--- src/rtl/bpf16_decimator.sv ---
// Boxcar-average decimator: averages blocks of 2^k Q1.14 samples, rounds half-up, buffers results in a FIFO.
// Latency 1 cycle from block-end acceptance to dout_valid; din_ready stalls only at block edges when the FIFO is full.
module bpf16_decimator #(
    parameter int DATA_WIDTH = 16,
    parameter int FIFO_DEPTH = 4,
    parameter int MAX_LOG2   = 3
) (
    input  logic                          clk,
    input  logic                          rstn,
    input  logic [DATA_WIDTH-1:0]         din,
    input  logic                          din_valid,
    output logic                          din_ready,
    output logic [DATA_WIDTH-1:0]         dout,
    output logic                          dout_valid,
    input  logic                          dout_ready,
    input  logic [1:0]                    decim_log2,
    output logic [$clog2(FIFO_DEPTH):0]   fifo_level
);
    localparam int AW = DATA_WIDTH + MAX_LOG2;
    localparam int PW = $clog2(FIFO_DEPTH);
    localparam int CW = PW + 1;
    localparam logic signed [AW-1:0] ONE     = 1;
    localparam logic signed [AW-1:0] SAT_MAX = signed'({{(MAX_LOG2+1){1'b0}}, {(DATA_WIDTH-1){1'b1}}});
    localparam logic signed [AW-1:0] SAT_MIN = signed'({{(MAX_LOG2+1){1'b1}}, {(DATA_WIDTH-1){1'b0}}});

    logic [MAX_LOG2-1:0]   phase;
    logic [1:0]            active_k;
    logic signed [AW-1:0]  acc;
    logic [DATA_WIDTH-1:0] mem [FIFO_DEPTH];
    logic [PW-1:0]         wr_ptr;
    logic [PW-1:0]         rd_ptr;
    logic [CW-1:0]         count;

    logic [1:0]            k_eff;
    logic [MAX_LOG2-1:0]   act_last;
    logic [MAX_LOG2-1:0]   eff_last;
    logic                  full;
    logic                  in_fire;
    logic                  out_fire;
    logic                  blk_end;
    logic signed [AW-1:0]  din_ext;
    logic signed [AW-1:0]  sum;
    logic signed [AW-1:0]  half;
    logic signed [AW-1:0]  rnd_sum;
    logic signed [AW-1:0]  shifted;
    logic [DATA_WIDTH-1:0] result;

    // A new block latches decim_log2 on its first sample, so that sample already uses the new k.
    assign k_eff    = (phase == '0) ? decim_log2 : active_k;
    assign act_last = ~({MAX_LOG2{1'b1}} << active_k);
    assign eff_last = ~({MAX_LOG2{1'b1}} << k_eff);

    assign full      = (count == CW'(FIFO_DEPTH));
    assign din_ready = ((phase != act_last) && (phase != '0)) || !full;
    assign in_fire   = din_valid && din_ready;
    assign out_fire  = dout_valid && dout_ready;
    assign blk_end   = in_fire && (phase == eff_last);

    assign din_ext = {{MAX_LOG2{din[DATA_WIDTH-1]}}, din};
    assign sum     = (phase == '0) ? din_ext : acc + din_ext;
    assign half    = (ONE << k_eff) >> 1;
    assign rnd_sum = sum + half;
    assign shifted = rnd_sum >>> k_eff;

    always_comb begin
        result = shifted[DATA_WIDTH-1:0];
        if (shifted > SAT_MAX) begin
            result = SAT_MAX[DATA_WIDTH-1:0];
        end else if (shifted < SAT_MIN) begin
            result = SAT_MIN[DATA_WIDTH-1:0];
        end
    end

    always_ff @(posedge clk) begin
        if (!rstn) begin
            phase    <= '0;
            acc      <= '0;
            active_k <= '0;
            wr_ptr   <= '0;
            rd_ptr   <= '0;
            count    <= '0;
        end else begin
            if (in_fire) begin
                if (phase == '0) begin
                    active_k <= decim_log2;
                end
                if (blk_end) begin
                    phase <= '0;
                end else begin
                    phase <= phase + 1'b1;
                    acc   <= sum;
                end
            end
            if (blk_end) begin
                wr_ptr <= wr_ptr + 1'b1;
            end
            if (out_fire) begin
                rd_ptr <= rd_ptr + 1'b1;
            end
            case ({blk_end, out_fire})
                2'b10:   count <= count + 1'b1;
                2'b01:   count <= count - 1'b1;
                default: count <= count;
            endcase
        end
    end

    always_ff @(posedge clk) begin
        if (blk_end) begin
            mem[wr_ptr] <= result;
        end
    end

    assign dout       = (count != '0) ? mem[rd_ptr] : '0;
    assign dout_valid = (count != '0);
    assign fifo_level = count;

endmodule

--- config.mk ---
export PLATFORM = sky130hd
export DESIGN_NAME = bpf16_decimator
export DESIGN_NICKNAME = d
export VERILOG_FILES = /design/src/rtl/bpf16_decimator.sv
export SDC_FILE = /design/constraint.sdc
export NUM_CORES = 1
export LEC_CHECK = 0
export CAP_MARGIN = 20
export CORE_ASPECT_RATIO = 2
export CORE_MARGIN = 1
export CORE_UTILIZATION = 60
export CTS_BUF_LIST = sky130_fd_sc_hd__clkbuf_16
export DETAILED_ROUTE_END_ITERATION = 16
export GPL_ROUTABILITY_DRIVEN = 0
export PLACE_DENSITY_LB_ADDON = 0.3
export SLEW_MARGIN = 0
export SYNTH_ARGS = -nofsm -noshare
export SYNTH_HDL_FRONTEND = slang
export SYNTH_SLANG_ARGS = --single-unit
--- constraint.sdc ---
create_clock -name clk -period 7.3 [get_ports clk]
set_input_delay 0.73 -clock clk [delete_from_list [all_inputs] [get_ports clk]]
set_output_delay 0.73 -clock clk [all_outputs]
set_load 0.02 [all_outputs]
**Run 1: track usage over the die**

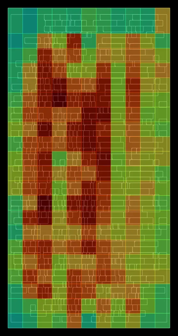
GR Layer Usage met2: 0.5623
global-route usage over all layers: 0.2804

**Run 1: metal 1**

Drawn at 4 px/um.
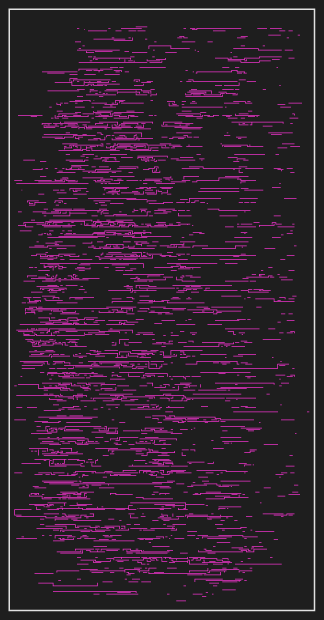
share of all routed wire: 34%
main direction: horizontal
longest straight run: 28.1 um
nets with wire on the layer: 665

**Run 1: a small window of the routed layout**

Window x 6 to 31, y 100 to 125 um. Cells in grey, sequential cells in the stronger grey; small squares are vias.
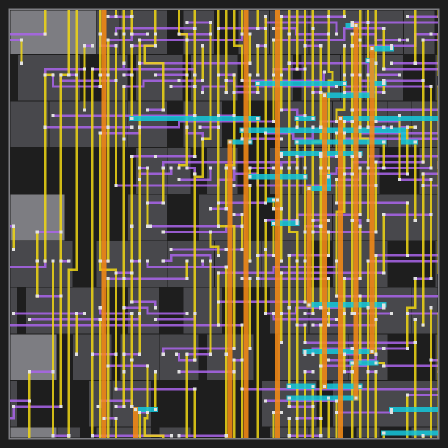
legend:
  M3:
    colour: cyan
  M2:
    colour: yellow
  M1:
    colour: purple
  M4:
    colour: orange
cells with their middle in the window: 57
sequential cells in the window: 1
most frequent: nand2_1 (5), nand2b_1 (4)
netlist names of flops here include: acc (1)

**Run 1: placed cells, one colour a class**

Drawn at 3 px/um.
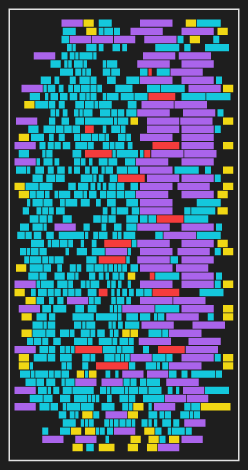
legend:
  registers:
    colour: purple
    cells: 97
  remaining logic cells:
    colour: cyan
    cells: 498
  remaining buffers and delay cells:
    colour: yellow
    cells: 50
  clock drivers and dummy loads:
    colour: red
    cells: 16

==> impl_report.txt, run 1 <==
RUN METRICS
----------------------------------------------------
[Detailed routing]
  Wire length per cell ........................ 19.47 um
  Detailed-route via count ........................ 5375
  Antenna-violating nets left ........................ 0
  Initial DRT Pass Iterations ........................ 5
  Met2 layer wire length in the routed design ........................ 8906 um
  Overall routed net length ........................ 15540 um
  Met1 wire length ........................ 5342 um
  Initial DRC count ........................ 270

[Logic synthesis]
  Proportion of synthesized flip-flops having asynchronous set or reset ........................ 0
  Number of standard cells reported by yosys ........................ 634
  Seq/Total Area, Yosys ........................ 0.3934
  Summed instance area of the synthesized netlist ........................ 6564 sq um
  Synth warn ........................ 0
  Commonest cells in the synthesized netlist ........................ edfxtp_1 (64), nand2_1 (45), dfxtp_1 (33)
  Count of flip-flops with a built-in enable after synthesis ........................ 64
  Most instantiated library cell after synthesis ........................ edfxtp_1
  Area leader, netlist ........................ edfxtp_1
  Post-synth regs ........................ 97
  Dominant synthesized flop cell ........................ edfxtp_1
  Avg Inst Size Synth ........................ 10.35 sq um
  Number of nets at floorplan ........................ 687

[CTS]
  Buffers inserted by post-CTS timing repair ........................ 0
  Depth of the CTS H-tree ........................ 3
  Clock transition at the registers of the reported paths ........................ 0.07 ns
  Post-cts hold-fix buffer tally ........................ 0

[Final layout]
  Nonclk buf count ........................ 50
  # nets final ........................ 709
  Comb_multi_in ........................ 482
  Final sequential cell count ........................ 97
  Flip-flop count of the largest register after layout ........................ 64
  Final-layout non-clock buffer area share ........................ 0.06867
  Non-clock inverter instance count of the final layout ........................ 16
  Multi-input logic portion of the cell area ........................ 0.5086
  Commonest non-fill, non-tap cells in the layout ........................ edfxtp_1 (64), nand2_1 (45), clkdlybuf4s50_1 (42)
  Top reg by flops ........................ mem
  Final-layout clock-cell area share ........................ 0.04229
  Growth of design area from synthesis to finish ........................ 12.70%
  Largest registers ........................ mem (64), acc (19)
  Number of antenna diodes ........................ 0
  Largest class ........................ logic gates
  Number of clock buffer instances in the layout ........................ 10

[Placement]
  Number of cells after detailed placement ........................ 780
  Input/output buffers ........................ 42
  Worst slack after detailed placement ........................ 1.538 ns

[Power]
  Clock share of power ........................ 0.203
  Combinational logic power ........................ 1190 uW
  Worst vdd ir ........................ 0.1709 mV
  Power share of the sequential group ........................ 0.307
  Total power draw ........................ 2428 uW
  Power group with the highest consumption ........................ combinational logic
  Switching share of total power ........................ 0.3874

[Critical path]
  Slowest stage cell, crit path ........................ a211oi_4
  Chain of cells forming the critical path ........................ clkdlybuf4s50_1, ha_1, fa_1, a211o_1, a31o_1, or4_4, a211oi_4, nand4b_4, o41a_1, a311oi_4, o21ai_2, a211oi_4, o31ai_1
  Critical path start-end classification ........................ primary input to flip-flop
  Buffers & Inverters on Critical Path ........................ 1
  Crit end category ........................ flip-flop
  CP startpoint kind ........................ primary input
  Critical path required time ........................ 7.31 ns
  Crit path top cell by count ........................ a211oi_4
  Arrival @ worst endpoint ........................ 5.51 ns

[Timing]
  Share of the cycle needed by the critical path after routing ........................ 0.7522
  Count of final setup violators ........................ 0
  Final hold vios ........................ 0
  Hold Worst Slack ........................ 0.4944 ns
  Layout Skew ........................ 0.01306 ns
  Final count of pins violating max slew ........................ 0

[Floorplanning]
  FP Rows ........................ 53
  Chip area ........................ 11390 sq um
  Top-level port count ........................ 43
  Horizontal extent of the die ........................ 75.96 um
  Core Area ........................ 10540 sq um
  Core utilization before placement ........................ 0.6225
  Tapcell count ........................ 137

[Global route]
  Peak-usage layer in the global routing report ........................ met2
  Met3 Track Usage GR ........................ 0.03659
  Met1 GRT Util ........................ 0.2616
  Wire length of the first global-routing pass ........................ 24980 um
  Total grt overflow ........................ 0

[Job]
  Max-cap check violation count ........................ 0
  OpenROAD warning count ........................ 30

[Hold path]
  Class of the tightest hold or removal check ........................ flip-flop to flip-flop

[Outcome]
  Outcome ........................ finished clean

----------------------------------------------------
run 1: final timing paths:
kind | startpoint | to | slack [ns] | cells after the start
worst min-delay path | acc[14]$_SDFFE_PN0P_ | acc[14]$_SDFFE_PN0P_ | 0.49 | 2
worst max register to register | phase[1]$_SDFFE_PN0P_ | mem[2][0]$_DFFE_PP_ | 1.99 | 14
worst min register to register | acc[14]$_SDFFE_PN0P_ | acc[14]$_SDFFE_PN0P_ | 0.49 | 2
worst max-delay path | din[0] | mem[2][0]$_DFFE_PP_ | 1.81 | 13
run 1: logic make-up (layout without fill, tap and decap cells):
logic type	count (synthesis)	in the layout	synth area share
flops	97	97	0.3934
simple gates	209	209	0.1788
fa+ha+maj	31	31	0.06252
buf+inv	55	82	0.03469
mux	36	36	0.08673
compound gates	188	188	0.2186
xor+xnor	18	18	0.02516
**Run 1: cell sizes after repair**

Drawn at 3 px/um.
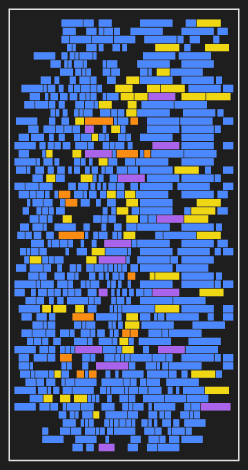

## Run 2: what changed since run 1
==> constraint.sdc (replaced) <==
create_clock -name clk -period 5.4 [get_ports clk]
set_input_delay 0.54 -clock clk [delete_from_list [all_inputs] [get_ports clk]]
set_output_delay 0.54 -clock clk [all_outputs]
set_load 0.02 [all_outputs]
**Run 2: cell sizes after repair**

Drawn at 3 px/um.
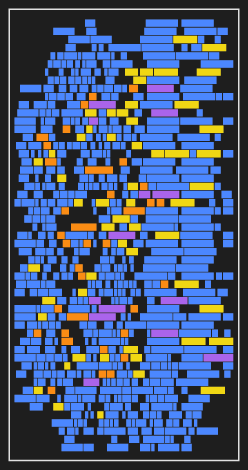
legend:
  x2:
    colour: yellow
    cells: 55
    most_used: mux4_2
  x3 and x4:
    colour: orange
    cells: 35
    most_used: buf_4
  x6 and larger:
    colour: purple
    cells: 14
    most_used: clkbuf_16
  x1 and smaller:
    colour: blue
    cells: 576
    most_used: edfxtp_1

**Run 2: track usage over the die**

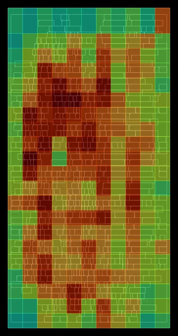
GR Layer Usage met2: 0.5695
met3 Track Usage GR: 0.03476
final standard cell utilization of the core: 0.7124

==> impl_report.txt, run 2 <==
RUN METRICS
----------------------------------------------------
[Job]
  Max-cap check violation count ........................ 0
  OpenROAD warning count ........................ 30

[Global route]
  Wire length of the first global-routing pass ........................ 25940 um
  Maximum number of pins on one net before global-route repair ........................ 33
  Global-route usage over all layers ........................ 0.2913
  Total grt overflow ........................ 0

[Timing]
  Setup_tns ........................ 0 ns
  Share of the cycle needed by the critical path after routing ........................ 0.9311
  Maximum clock frequency ........................ 0.1989 GHz
  Layout Skew ........................ 0.01223 ns
  Setup ws final ........................ 0.3723 ns
  Count of final setup violators ........................ 0
  Final count of pins violating max slew ........................ 0
  Final hold vios ........................ 0

[Critical path]
  Startpoint of the most critical setup path ........................ din[0]
  CP startpoint kind ........................ primary input
  Crit path top cell by count ........................ a211oi_1
  Crit path to ........................ mem[3][12]$_DFFE_PP_
  Cell depth of the worst flop-to-flop path ........................ 16
  Arrival @ worst endpoint ........................ 5.10 ns
  Reg-to-reg startpoint ........................ phase[1]$_SDFFE_PN0P_
  Buffers & Inverters on Critical Path ........................ 3
  Worst-case register-to-register setup slack ........................ 0.41 ns
  Chain of cells forming the critical path ........................ clkdlybuf4s50_1, ha_1, fa_1, a211o_1, a31o_1, or4_4, a211oi_4, nand4b_4, buf_4, nor4_1, a311oi_4, a211oi_1, nor3_2, buf_6, a211oi_1
  Critical path required time ........................ 5.47 ns
  Critical path start-end classification ........................ primary input to flip-flop
  Logic depth of the worst path, buffers included ........................ 15
  Slowest stage cell, crit path ........................ or4_4
  Crit Reg-Reg Endpoint ........................ mem[3][12]$_DFFE_PP_
  Crit end category ........................ flip-flop

[Power]
  Power Density ........................ 437.0 nW/um^2
  Total power draw ........................ 3282 uW
  Power dissipated in the clock network ........................ 597 uW
  Switching share of total power ........................ 0.3957
  Power of the sequential group ........................ 1010 uW
  Power group with the highest consumption ........................ combinational logic
  Static leakage ........................ 0.002825 uW
  Worst vdd ir ........................ 0.2884 mV
  Power share of the sequential group ........................ 0.307
  Clock share of power ........................ 0.182
  Part of the power in combinational logic ........................ 0.511
  Combinational logic power ........................ 1680 uW

[Logic synthesis]
  Synth warn ........................ 0
  Commonest cells in the synthesized netlist ........................ edfxtp_1 (64), nand2_1 (45), dfxtp_1 (33)
  Count of flip-flops with a built-in enable after synthesis ........................ 64
  Seq/Total Area, Yosys ........................ 0.3934
  Area share of xor/xnor cells in the synthesized design ........................ 0.02516
  Synth Area in Compound Gates ........................ 0.2186
  Multiplexer share of the synthesized area ........................ 0.08673
  Proportion of synthesized flip-flops having asynchronous set or reset ........................ 0
  Dominant synthesized flop cell ........................ edfxtp_1
  Post-synth regs ........................ 97
  Top cells by area in the synthesized netlist ........................ edfxtp_1 (29%), dfxtp_1 (10%), mux4_2 (5.5%)
  Summed instance area of the synthesized netlist ........................ 6564 sq um
  Number of standard cells reported by yosys ........................ 634
  Main combinational cell family by area after synthesis ........................ AND-OR/OR-AND gates
  Post-synthesis share of cell area spent on and, or, nand and nor gates ........................ 0.1788
  Adder-cell area share of the yosys netlist ........................ 0.06252
  Most instantiated library cell after synthesis ........................ edfxtp_1
  Area leader, netlist ........................ edfxtp_1
  Number of nets at floorplan ........................ 687
  Avg Inst Size Synth ........................ 10.35 sq um

[CTS]
  Inserted Clock Buffers ........................ 9
  Clock transition at the registers of the reported paths ........................ 0.07 ns
  Maximum clock insertion buffer count ........................ 2
  Clock tree from TritonCTS ........................ yes
  Depth of the CTS H-tree ........................ 3
  Resized cells post-CTS ........................ 0
  Post-cts hold-fix buffer tally ........................ 0
  Buffers inserted by post-CTS timing repair ........................ 0

[Final layout]
  # nets final ........................ 728
  Commonest non-fill, non-tap cells in the layout ........................ edfxtp_1 (64), nand2_1 (45), clkdlybuf4s50_1 (42)
  Growth of design area from synthesis to finish ........................ 14.43%
  Number of antenna diodes ........................ 0
  Proportion of layout cells with a drive suffix above 1 ........................ 0.1529
  Flip-flop count of the largest register after layout ........................ 64
  Top cell excl fill/tap ........................ edfxtp_1
  Top reg by flops ........................ mem
  Largest registers ........................ mem (64), acc (19)

[Placement]
  Number of cells after detailed placement ........................ 799
  Input/output buffers ........................ 42
  Post-Place Cell Area ........................ 7188 sq um
  Worst slack after detailed placement ........................ 0.1413 ns

[Floorplanning]
  Top-level port count ........................ 43
  Core utilization before placement ........................ 0.6225
  FP Rows ........................ 53
  Core Area ........................ 10540 sq um
  Chip area ........................ 11390 sq um
  Horizontal extent of the die ........................ 75.96 um
  Die Height ........................ 149.9 um

[Outcome]
  Outcome ........................ finished clean

[Hold path]
  Hold-critical path depth ........................ 2
  Hold Crit Start ........................ acc[7]$_SDFFE_PN0P_
  End point of the worst hold path ........................ acc[7]$_SDFFE_PN0P_
  Class of the tightest hold or removal check ........................ flip-flop to flip-flop

[Detailed routing]
  Overall routed net length ........................ 16080 um
  Wire length per cell ........................ 19.69 um
  Antenna-violating nets left ........................ 0
  Detailed-route via count ........................ 5537
  Initial DRC count ........................ 386
  Initial DRT Pass Iterations ........................ 5

----------------------------------------------------
[run 2: per-stage QoR]
stage,util,hold slack [ns]
after global placement,0.6807,0.4795
final,0.7124,0.4941
after floorplan,-,0.4610
after global routing,0.7124,0.5130
after detailed placement,0.6817,0.4866
after CTS,0.7083,0.4988
[run 2: layout make-up]
class                   instances  share of cell area
well taps                     137             0.02282
clock buffers                   9             0.02999
clock inverters                 7            0.007330
repair buffers                 69             0.08712
flip-flops and latches         97              0.3438
inverters                      16            0.007996
multi-input cells             482              0.5009
[run 2: routing by layer]
metal / vias up / share of wire / track usage
met5: - / 0 / 0
met4: 0 / 0.058 / 0.1904
met3: 89 / 0.043 / 0.03476
met2: 259 / 0.55 / 0.5695
met1: 2648 / 0.35 / 0.2823
li1: 2541 / - / -
**Run 2: metal 1**

Drawn at 4 px/um.
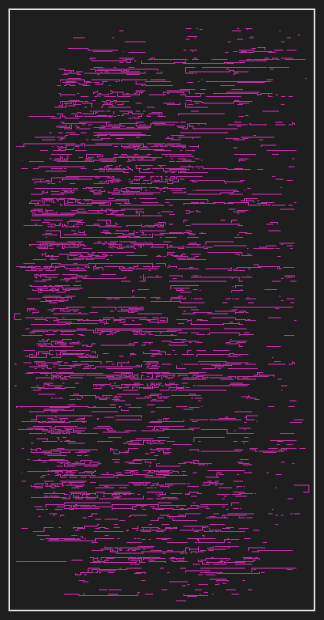

## Run 3: what changed since run 2
--- a/config.mk
+++ b/config.mk
@@ -12,7 +12,9 @@
 export CTS_BUF_LIST = sky130_fd_sc_hd__clkbuf_16
 export DETAILED_ROUTE_END_ITERATION = 16
 export GPL_ROUTABILITY_DRIVEN = 0
+export HOLD_SLACK_MARGIN = 0.03
 export PLACE_DENSITY_LB_ADDON = 0.3
+export RECOVER_POWER = 50
 export SLEW_MARGIN = 0
 export SYNTH_ARGS = -nofsm -noshare
 export SYNTH_HDL_FRONTEND = slang
**Run 3: metal 1**

Drawn at 4 px/um.
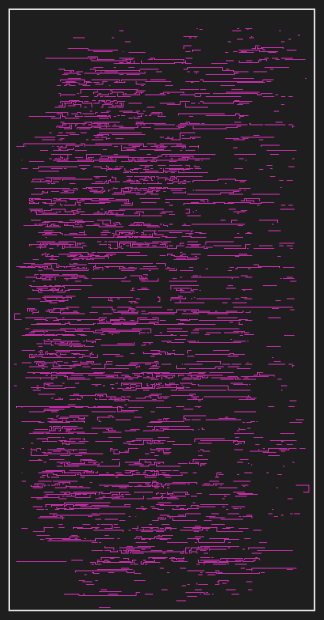
met1 GRT Util: 0.2823
overall routed net length: 16170 um

==> impl_report.txt, run 3 <==
RUN METRICS
----------------------------------------------------
[Detailed routing]
  Detailed-route via count ........................ 5519
  Initial DRC count ........................ 382
  Wire length per cell ........................ 19.79 um

[Floorplanning]
  Top-level port count ........................ 43
  Chip area ........................ 11390 sq um
  Die Height ........................ 149.9 um
  FP Rows ........................ 53
  Core Area ........................ 10540 sq um

[Power]
  Power group with the highest consumption ........................ combinational logic
  Power of the sequential group ........................ 1010 uW
  Power Density ........................ 433.3 nW/um^2
  Static leakage ........................ 0.002863 uW
  Worst vdd ir ........................ 0.2880 mV
  Switching share of total power ........................ 0.3986

[Final layout]
  Number of clock buffer instances in the layout ........................ 9
  Number of antenna diodes ........................ 0
  Largest registers ........................ mem (64), acc (19)
  Final-layout clock-cell area share ........................ 0.03742
  # nets final ........................ 728
  Comb_multi_in ........................ 482
  Top reg by flops ........................ mem
  Top cell excl fill/tap ........................ edfxtp_1
  Multi-input logic portion of the cell area ........................ 0.5005
  Flip-flop count of the largest register after layout ........................ 64
  Non-clock inverter instance count of the final layout ........................ 16
  Growth of design area from synthesis to finish ........................ 14.11%
  Fraction of area in registers ........................ 0.3448

[Global route]
  Wire length of the first global-routing pass ........................ 25940 um
  Global-route usage over all layers ........................ 0.2913

[Placement]
  Post-Place Cell Area ........................ 7188 sq um
  Number of cells after detailed placement ........................ 799
  Worst slack after detailed placement ........................ 0.1413 ns
  Input/output buffers ........................ 42

[Critical path]
  CP startpoint kind ........................ primary input
  Buffers & Inverters on Critical Path ........................ 3
  Critical path start-end classification ........................ primary input to flip-flop
  Crit path top cell by count ........................ a211oi_1

[Logic synthesis]
  Commonest cells in the synthesized netlist ........................ edfxtp_1 (64), nand2_1 (45), dfxtp_1 (33)
  Number of standard cells reported by yosys ........................ 634
  Synth Area in Compound Gates ........................ 0.2186
  Post-synth regs ........................ 97
  Dominant synthesized flop cell ........................ edfxtp_1
  Adder-cell area share of the yosys netlist ........................ 0.06252
  Area leader, netlist ........................ edfxtp_1
  Multiplexer share of the synthesized area ........................ 0.08673
  Synth warn ........................ 0
  Seq/Total Area, Yosys ........................ 0.3934
  Main combinational cell family by area after synthesis ........................ AND-OR/OR-AND gates
  Most instantiated library cell after synthesis ........................ edfxtp_1
  Count of flip-flops with a built-in enable after synthesis ........................ 64

[Timing]
  Maximum clock frequency ........................ 0.1968 GHz
  Setup ws final ........................ 0.3183 ns
  Count of final setup violators ........................ 0
  Share of the cycle needed by the critical path after routing ........................ 0.9410
  Final hold vios ........................ 0
  Hold Worst Slack ........................ 0.4938 ns
  Final count of pins violating max slew ........................ 0

[CTS]
  Inserted Clock Buffers ........................ 9
  Buffers inserted by post-CTS timing repair ........................ 0
  Depth of the CTS H-tree ........................ 3

[Outcome]
  Outcome ........................ finished clean

----------------------------------------------------
**Run 3: a small window of the routed layout**

Window x 6 to 31, y 100 to 125 um. Cells in grey, sequential cells in the stronger grey; small squares are vias.
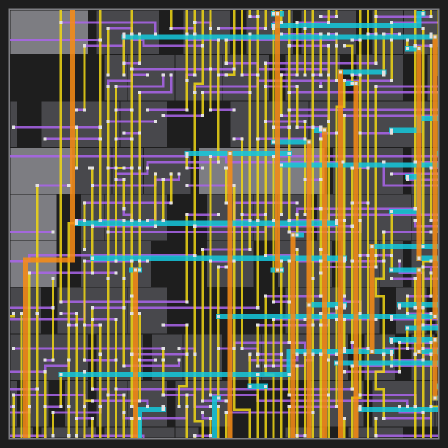

-- run 3: metal layers --
metal,GRT usage,vias up,part of all wire
li1,-,2542,-
met4,0.1904,0,0.053
met1,0.2823,2654,0.35
met3,0.03476,82,0.043
met2,0.5695,241,0.56
met5,0,-,0
-- run 3: final timing paths --
check | start | to | slack, ns | cells after the start
max | din[0] | mem[3][12]$_DFFE_PP_ | 0.32 | 15
min | acc[7]$_SDFFE_PN0P_ | acc[7]$_SDFFE_PN0P_ | 0.49 | 2
max reg2reg | phase[1]$_SDFFE_PN0P_ | mem[3][12]$_DFFE_PP_ | 0.38 | 16
min reg2reg | acc[7]$_SDFFE_PN0P_ | acc[7]$_SDFFE_PN0P_ | 0.49 | 2
Power figures rest on the tool's default switching activity, not on a simulated workload.
